==> src/rtl/gate_test_pkg.sv <==
`default_nettype none
// ============================================================================
// Module      : gate_test_pkg
// Description : Shared types and constants for the gate self-test sequencer.
// Revision    : 1.0 - initial release
// ============================================================================
package gate_test_pkg;

  // Sequencer phases
  typedef enum logic [1:0] {
    IDLE   = 2'd0,
    SWEEP  = 2'd1,
    RANDOM = 2'd2,
    DONE   = 2'd3
  } state_t;

  // Fibonacci feedback taps: bits 15, 13, 12, 10
  localparam logic [15:0] LFSR_TAPS    = 16'hB400;
  localparam logic [15:0] DEFAULT_SEED = 16'hACE1;

  // One shift-left step of the 16-bit Fibonacci LFSR
  function automatic logic [15:0] lfsr_advance(input logic [15:0] q);
    return {q[14:0], ^(q & LFSR_TAPS)};
  endfunction

endpackage
`default_nettype wire

==> src/rtl/gate_test_sequencer_lfsr16.sv <==
`default_nettype none
// ============================================================================
// Module      : lfsr16
// Description : 16-bit Fibonacci LFSR with synchronous load and step. An
//               all-zero seed would lock the register, so it is replaced by 1.
// Revision    : 1.0 - initial release
// ============================================================================
module lfsr16
  import gate_test_pkg::*;
#(
  parameter logic [15:0] RESET_SEED = DEFAULT_SEED
) (
  input  logic        clk,
  input  logic        resetn,
  input  logic        load,
  input  logic        step,
  input  logic [15:0] seed,
  output logic [15:0] q
);

  localparam logic [15:0] c_RESET_VAL = (RESET_SEED == 16'h0000) ? 16'h0001 : RESET_SEED;

  logic [15:0] r_q;
  logic [15:0] w_base;

  // Starting point for this cycle: the sanitised seed when loading, else current state
  always_comb begin
    w_base = r_q;
    if (load) begin
      w_base = (seed == 16'h0000) ? 16'h0001 : seed;
    end
  end

  // Load and step may coincide; the step then applies to the freshly loaded seed
  always_ff @(posedge clk or negedge resetn) begin
    if (!resetn) begin
      r_q <= c_RESET_VAL;
    end else if (load || step) begin
      r_q <= step ? lfsr_advance(w_base) : w_base;
    end
  end

  assign q = r_q;

endmodule
`default_nettype wire

==> src/rtl/gate_test_sequencer.sv <==
`default_nettype none
// ============================================================================
// Module      : gate_test_sequencer
// Description : Self-test controller for a 2-input gate. Drives a counting
//               sweep then an LFSR phase on a/b, compares dut_out with ref_out
//               on every vector and reports counts and first-failure index.
// Revision    : 1.0 - initial release
// ============================================================================
module gate_test_sequencer
  import gate_test_pkg::*;
#(
  parameter int          SWEEP_LEN = 10,
  parameter int          RAND_LEN  = 200,
  parameter int          CNT_W     = 16,
  parameter logic [15:0] LFSR_SEED = DEFAULT_SEED
) (
  input  logic             clk,
  input  logic             resetn,
  input  logic             start,
  input  logic             abort,
  input  logic             dut_out,
  input  logic             ref_out,
  output logic             a,
  output logic             b,
  output logic             busy,
  output logic             done,
  output logic             pass,
  output logic [CNT_W-1:0] mismatch_cnt,
  output logic [CNT_W-1:0] sample_cnt,
  output logic             first_err_valid,
  output logic [CNT_W-1:0] first_err_idx
);

  localparam int c_MAX_LEN = (SWEEP_LEN > RAND_LEN) ? SWEEP_LEN : RAND_LEN;
  localparam int c_IDX_W   = (c_MAX_LEN > 1) ? $clog2(c_MAX_LEN) : 1;
  localparam logic [c_IDX_W-1:0] c_SWEEP_LAST = c_IDX_W'(SWEEP_LEN - 1);
  localparam logic [c_IDX_W-1:0] c_RAND_LAST  = c_IDX_W'(RAND_LEN - 1);
  // Low bits of the seed as the LFSR will hold it right after a load
  localparam logic [1:0]       c_SEED_LOW = (LFSR_SEED == 16'h0000) ? 2'b01 : LFSR_SEED[1:0];
  localparam logic [CNT_W-1:0] c_CNT_MAX  = '1;

  state_t             r_state, w_state_nxt;
  logic               r_a, r_b, r_vec_valid, r_pass;
  logic [c_IDX_W-1:0] r_vec_idx, w_idx_nxt, w_idx_inc;
  logic [CNT_W-1:0]   r_sample, r_mismatch, r_fei, w_mismatch_nxt;
  logic               r_fev;
  logic               w_clear, w_lfsr_load, w_lfsr_step, w_load_vec, w_valid_nxt;
  logic               w_vec_a, w_vec_b, w_miscompare, w_enter_done;
  logic [1:0]         w_sweep_ab;
  logic [15:0]        w_lfsr_q;
  logic               w_unused_lfsr;

  lfsr16 #(
    .RESET_SEED (LFSR_SEED)
  ) u_lfsr (
    .clk    (clk),
    .resetn (resetn),
    .load   (w_lfsr_load),
    .step   (w_lfsr_step),
    .seed   (LFSR_SEED),
    .q      (w_lfsr_q)
  );

  // Only the two low LFSR bits become operands
  assign w_unused_lfsr = ^w_lfsr_q[15:2];

  assign w_idx_inc = r_vec_idx + c_IDX_W'(1);

  if (c_IDX_W > 1) begin : g_idx_wide
    assign w_sweep_ab = w_idx_inc[1:0];
  end else begin : g_idx_narrow
    assign w_sweep_ab = {1'b0, w_idx_inc};
  end

  // State register
  always_ff @(posedge clk or negedge resetn) begin
    if (!resetn) begin
      r_state <= IDLE;
    end else begin
      r_state <= w_state_nxt;
    end
  end

  // Next state plus the vector/LFSR controls for the transition
  always_comb begin
    w_state_nxt = r_state;
    w_clear     = 1'b0;
    w_lfsr_load = 1'b0;
    w_lfsr_step = 1'b0;
    w_load_vec  = 1'b0;
    w_vec_a     = r_a;
    w_vec_b     = r_b;
    w_idx_nxt   = r_vec_idx;
    w_valid_nxt = 1'b0;
    case (r_state)
      IDLE, DONE: begin
        if (start) begin
          w_clear     = 1'b1;
          w_lfsr_load = 1'b1;
          w_idx_nxt   = '0;
          if (SWEEP_LEN != 0) begin
            w_state_nxt = SWEEP;
            w_load_vec  = 1'b1;
            w_vec_a     = 1'b0;
            w_vec_b     = 1'b0;
            w_valid_nxt = 1'b1;
          end else if (RAND_LEN != 0) begin
            w_state_nxt = RANDOM;
            w_lfsr_step = 1'b1;
            w_load_vec  = 1'b1;
            w_vec_b     = c_SEED_LOW[1];
            w_vec_a     = c_SEED_LOW[0];
            w_valid_nxt = 1'b1;
          end else begin
            w_state_nxt = DONE;
          end
        end
      end
      SWEEP: begin
        if (abort) begin
          w_state_nxt = IDLE;
        end else if (r_vec_idx == c_SWEEP_LAST) begin
          w_idx_nxt = '0;
          if (RAND_LEN != 0) begin
            w_state_nxt = RANDOM;
            w_lfsr_step = 1'b1;
            w_load_vec  = 1'b1;
            w_vec_b     = w_lfsr_q[1];
            w_vec_a     = w_lfsr_q[0];
            w_valid_nxt = 1'b1;
          end else begin
            w_state_nxt = DONE;
          end
        end else begin
          w_idx_nxt   = w_idx_inc;
          w_load_vec  = 1'b1;
          w_vec_a     = w_sweep_ab[1];
          w_vec_b     = w_sweep_ab[0];
          w_valid_nxt = 1'b1;
        end
      end
      RANDOM: begin
        if (abort) begin
          w_state_nxt = IDLE;
        end else if (r_vec_idx == c_RAND_LAST) begin
          w_state_nxt = DONE;
        end else begin
          w_idx_nxt   = w_idx_inc;
          w_lfsr_step = 1'b1;
          w_load_vec  = 1'b1;
          w_vec_b     = w_lfsr_q[1];
          w_vec_a     = w_lfsr_q[0];
          w_valid_nxt = 1'b1;
        end
      end
      default: w_state_nxt = IDLE;
    endcase
  end

  // Status outputs decoded from the current phase
  always_comb begin
    busy = 1'b0;
    done = 1'b0;
    case (r_state)
      SWEEP, RANDOM: busy = 1'b1;
      DONE:          done = 1'b1;
      default:       ;
    endcase
  end

  assign w_miscompare   = r_vec_valid && (dut_out != ref_out);
  assign w_mismatch_nxt = w_clear ? '0 :
                          (w_miscompare && (r_mismatch != c_CNT_MAX)) ? r_mismatch + CNT_W'(1) :
                          r_mismatch;
  // A start that jumps straight back into DONE (both lengths zero) still re-evaluates pass
  assign w_enter_done   = (w_state_nxt == DONE) && ((r_state != DONE) || start);

  // Operands, compare counters, first-failure capture and verdict
  always_ff @(posedge clk or negedge resetn) begin
    if (!resetn) begin
      r_a         <= 1'b0;
      r_b         <= 1'b0;
      r_vec_idx   <= '0;
      r_vec_valid <= 1'b0;
      r_sample    <= '0;
      r_mismatch  <= '0;
      r_fev       <= 1'b0;
      r_fei       <= '0;
      r_pass      <= 1'b0;
    end else begin
      if (w_load_vec) begin
        r_a <= w_vec_a;
        r_b <= w_vec_b;
      end
      r_vec_idx   <= w_idx_nxt;
      r_vec_valid <= w_valid_nxt;
      r_mismatch  <= w_mismatch_nxt;
      if (w_clear) begin
        r_sample <= '0;
        r_fev    <= 1'b0;
        r_fei    <= '0;
      end else if (r_vec_valid) begin
        if (r_sample != c_CNT_MAX) begin
          r_sample <= r_sample + CNT_W'(1);
        end
        if (w_miscompare && !r_fev) begin
          r_fev <= 1'b1;
          r_fei <= r_sample;
        end
      end
      if (w_enter_done) begin
        r_pass <= (w_mismatch_nxt == '0);
      end else if (w_clear) begin
        r_pass <= 1'b0;
      end
    end
  end

  assign a               = r_a;
  assign b               = r_b;
  assign pass            = r_pass;
  assign sample_cnt      = r_sample;
  assign mismatch_cnt    = r_mismatch;
  assign first_err_valid = r_fev;
  assign first_err_idx   = r_fei;

endmodule
`default_nettype wire

==> config.mk <==
export PLATFORM = sky130hd
export DESIGN_NAME = gate_test_sequencer
export DESIGN_NICKNAME = d
export VERILOG_FILES = /design/src/rtl/gate_test_pkg.sv /design/src/rtl/gate_test_sequencer_lfsr16.sv /design/src/rtl/gate_test_sequencer.sv
export SDC_FILE = /design/constraint.sdc
export NUM_CORES = 1
export LEC_CHECK = 0
export CORE_MARGIN = 4
export CORE_UTILIZATION = 45
export DETAILED_ROUTE_END_ITERATION = 10
export PLACE_DENSITY_LB_ADDON = 0.1
export RECOVER_POWER = 25
export SLEW_MARGIN = 5
export SYNTH_ARGS = -nofsm -noshare
export SYNTH_HDL_FRONTEND = slang
export SYNTH_SLANG_ARGS = --single-unit
==> constraint.sdc <==
create_clock -name clk -period 2.6 [get_ports clk]
set_input_delay 0.52 -clock clk [delete_from_list [all_inputs] [get_ports clk]]
set_output_delay 0.52 -clock clk [all_outputs]
set_load 0.02 [all_outputs]
==> flow_summary.ini, run 1 <==
; implementation run metrics
[sta]
finalClockPeriodUsage_pct = 94.51
hold_viol_final = 0
max_freq_mhz = 407.0
worst_slew_pin_slew_ns = 1.011
rsz0062_at_grt = yes

[worst_setup_path]
crit_cells = 4
r2r_start = mismatch_cnt[0]
worstPathArrival_ns = 1.94
cp_num_buf_inv = 3
rr_worst_depth = 8
crit_type = reg2out
critPathMaxFanout = 12
max_stage_delay_ns = 0.61

[outcome]
status = finished clean

[power]
seq-power_mw = 1.40
swShare_pct = 36.34
p_int_mw = 2.050
p_sw_mw = 1.170

[synthesis]
ys_sh_mux_pct = 1.360
synthXorXnorAreaFrac_pct = 5.665
simple_gate_share_pct = 22.66
yosys.area_share.adder_pct = 2.266
edf_count = 0
async_reset_ff_share_pct = 100.0
yosys_area_um2 = 3865
ys_types = 49
syn-cell-area_um2 = 3865

[clocking]
clk_pin_slew_ns = 0.09
clock-sinks = 79
clock_latency_ns = 0.36
clk_path_buf_depth = 2
cts_made_buffers = 9

[flow_run]
warnings = 30

[drt]
postRouteAntennaNets = 0
drtIter0Drc = 146
drc = 0

[placed_design]
hpwl_um = 6431

[floorplan]
io_pins = 60
row_count = 33
fp_util_pct = 46.57
fp.dieH_um = 100.7
core_um2 = 8299

[cells_and_area]
finalNetCount = 494

[global_route]
grt_start_max_net_pins = 42
## run 1: metrics by stage
| step | cells | hold WS [ns] | cell area, um^2 |
|---|---|---|---|
| 3_5_place_dp | 575 | 0.4719 | 4735 |
| 6_report | 591 | 0.3139 | 4912 |
| 2_1_floorplan | 401 | 0.2244 | 3865 |
| 3_3_place_gp | 575 | 0.4598 | 4735 |
| 5_1_grt | 591 | 0.4085 | 4912 |
| 4_1_cts | 591 | 0.1528 | 4920 |
## run 1: layout make-up
type | count | area [um^2]
fillers | 738 | 3387
multi-input cells | 297 | 1797
clock inverters | 7 | 61.31
flip-flops and latches | 79 | 1987
repair buffers | 85 | 778.2
inverters | 9 | 33.78
well taps | 105 | 131.4
clock buffers | 9 | 123.9
## run 1: metal layers
metal / vias up / track usage (%) / share of wire [%]
met5: - / 0 / 0
met4: 0 / 6.528 / 1.6
met3: 13 / 4.083 / 5.7
met2: 86 / 26.99 / 46
met1: 1623 / 26.04 / 46
li1: 1591 / - / -
## run 1: synthesized netlist by cell type (all sizes together), types with 8 or more instances
| master | instances | share of area (%) |
|---|---|---|
| dfrtp | 71 | 46 |
| clkbuf | 12 | 1.2 |
| nand4 | 12 | 2.3 |
| xor2 | 15 | 3.4 |
| and3 | 12 | 1.9 |
| inv | 9 | 0.87 |
| o21ai | 36 | 4.7 |
| a22o | 16 | 3.6 |
| xnor2 | 10 | 2.3 |
| nand2 | 41 | 4.0 |
| nor3 | 15 | 2.1 |
| dfstp | 8 | 5.4 |
| nand3 | 13 | 1.7 |
| nor2 | 57 | 5.5 |
## run 1: sequential cells by signal, indices dropped and copies added (netlist names)
name and cells:
pass 1, u_lfsr.q 16, first_err_idx 16, sample_cnt 16, r_vec_valid 1, first_err_valid 1
r_vec_idx 8, r_state 2, b 1, mismatch_cnt 16, a 1
**Run 1: the metal 1 layer**

Scale bar: 20 um. Cells faint in the background.
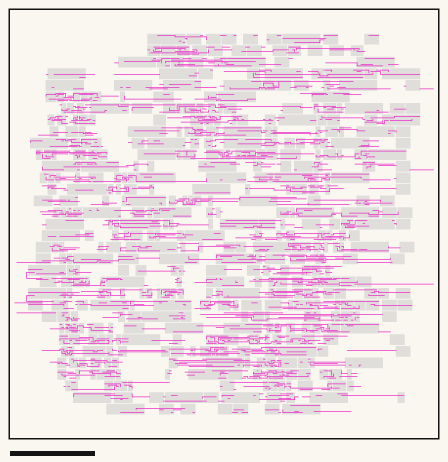
share of all routed wire: 46%
wire length on this layer: 4170 um
longest straight run: 31.3 um
nets with wire on the layer: 440
met1 Track Usage GR: 26.04%
vias: 3313
Post-Route WL: 8973 um

**Run 1: metal 2**

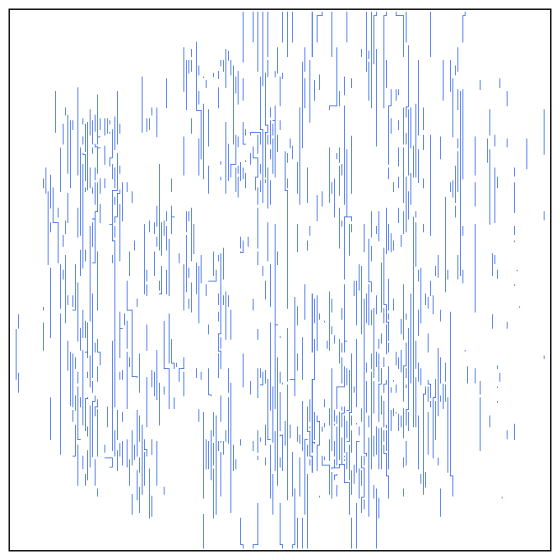
longest straight run: 39.1 um
nets with wire on the layer: 408
wire length on this layer: 4140 um
share of all routed wire: 46%
main direction: vertical
GR Layer Usage met2: 26.99%

**Run 1: the metal 3 layer**

Scale bar: 20 um.
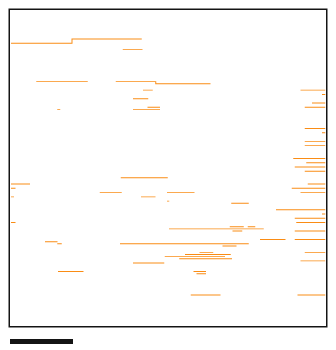
longest straight run: 40.7 um
nets with wire on the layer: 52
main direction: horizontal
wire length on this layer: 515 um
share of all routed wire: 5.7%
M3 GR Usage: 4.083%

==> run 1 -> run 2 <==
Settings changed: CORE_MARGIN 4 to 2.
==> flow_summary.ini, run 2 <==
; implementation run metrics
[global_route]
grt_start_max_net_pins = 41
grt_busiest_layer = met2
grt_use_met1_pct = 26.05
use_met2_pct = 29.65

[placed_design]
hpwl_um = 6130
post_dp_cell_area_um2 = 4697

[synthesis]
edf_count = 0
topCellsByArea = dfrtp_1, nor2_1, dfstp_2
async_reset_ff_share_pct = 100.0
most_common_cell = dfrtp_1
top_cell_area_share_pct = 45.97
yosys_area_um2 = 3865
top_area_cell = dfrtp_1
yosys-top-cells-count = dfrtp_1, nor2_1, nand2_1
syn-cell-area_um2 = 3865

[floorplan]
row_count = 33
core_um2 = 8258
fp.dieH_um = 96.68
io_pins = 60

[sta]
rsz0062_at_grt = no
tns_ns = 0
finalClockPeriodUsage_pct = 95.12
worst_slew_pin_slew_ns = 1.167
hold_viol_final = 0
hold_slack_ns = 0.3099
max_freq_mhz = 404.3

[worst_setup_path]
rr_worst_depth = 8
startpoint = mismatch_cnt[1]
worstPathArrival_ns = 2.76
critPathMaxFanout = 5
r2r_start = mismatch_cnt[1]

[drt]
postRouteAntennaNets = 0
drc = 0

[cells_and_area]
fin_area_um2 = 4915
final_cells = 586
fillers = 733
finalNetCount = 489

[clocking]
clk_pin_slew_ns = 0.08
clock_latency_ns = 0.35
clock-sinks = 79

[outcome]
status = finished clean
[run 2: metal layers]
layer	vias up	share of wire, %
met5	-	0
met4	0	1.5
met3	12	4.9
met2	78	48
met1	1504	46
li1	1578	-
[run 2: layout make-up]
class	instances	area, um^2	area share (%)
clock buffers	11	141.4	2.877
clock inverters	5	81.33	1.655
inverters	9	33.78	0.6874
multi-input cells	297	1795	36.53
flip-flops and latches	79	1988	40.45
well taps	105	131.4	2.673
repair buffers	80	743.2	15.12
[run 2: kinds of logic after synthesis]
kind of cell	after synthesis	share of synthesized area [%]
AND-OR/OR-AND	83	14.15
AND/OR/NAND/NOR	177	22.66
buffers and inverters	25	2.493
adder cells (fa/ha/maj)	7	2.266
flip-flops	79	51.41
XOR/XNOR	25	5.665
multiplexers	5	1.360
[run 2: worst max-delay path, cell delays in order (launching register included)]
cell and delay [ns]:
dfrtp_2 0.41, ha_2 0.23, nand3_1 0.13, or4_4 0.60, a311oi_2 0.31, a31oi_1 0.11
a31o_1 0.26, nor4_2 0.20, a31o_1 0.16
[run 2: worst min path at each step]
stage                startpoint         endpoint  slack, ns  cells past startpoint
floorplan                resetn                a       0.22                      0
detailed placement  u_lfsr.q[2]      u_lfsr.q[3]       0.47                      2
CTS                      resetn  mismatch_cnt[5]       0.15                      1
finish                   resetn  mismatch_cnt[5]       0.31                      1
global placement    u_lfsr.q[3]      u_lfsr.q[4]       0.46                      2
global route             resetn  mismatch_cnt[5]       0.39                      1
[run 2: repair_timing]
| action | in CTS | in global routing |
|---|---|---|
| hold buffers | 0 | 0 |
| setup buffers | 0 | 0 |
| setup endpoints to repair | 0 | 2 |
| resized | 0 | 4 |
[run 2: power breakdown]
part	total, mW	internal [mW]	switching, mW
Combinational	0.914	0.363	0.551
Clock	0.998	0.567	0.431
Sequential	1.40	1.31	0.0896
**Run 2: the metal 1 layer**

Scale bar: 20 um. Cells faint in the background.
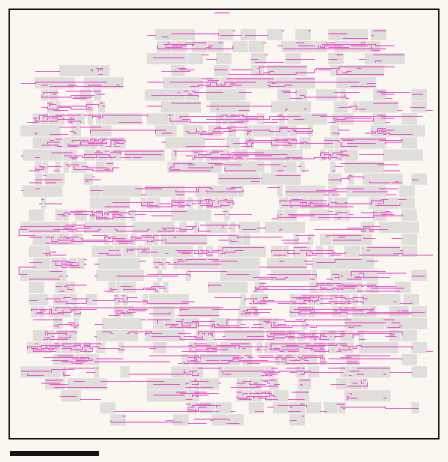
share of all routed wire: 46%
wire length on this layer: 3990 um
main direction: horizontal
longest straight run: 27.3 um
Post-Route WL: 8682 um
vias: 3172

**Run 2: the metal 3 layer**

Scale bar: 20 um.
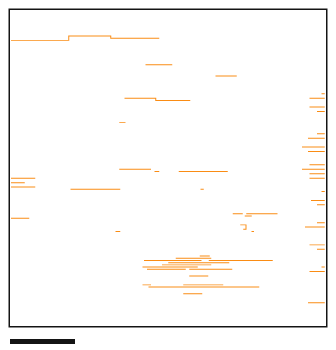
main direction: horizontal
longest straight run: 33.6 um
nets with wire on the layer: 46
share of all routed wire: 5.0%
wire length on this layer: 430 um
M3 GR Usage: 4.986%

Power figures rest on the tool's default switching activity, not on a simulated workload.
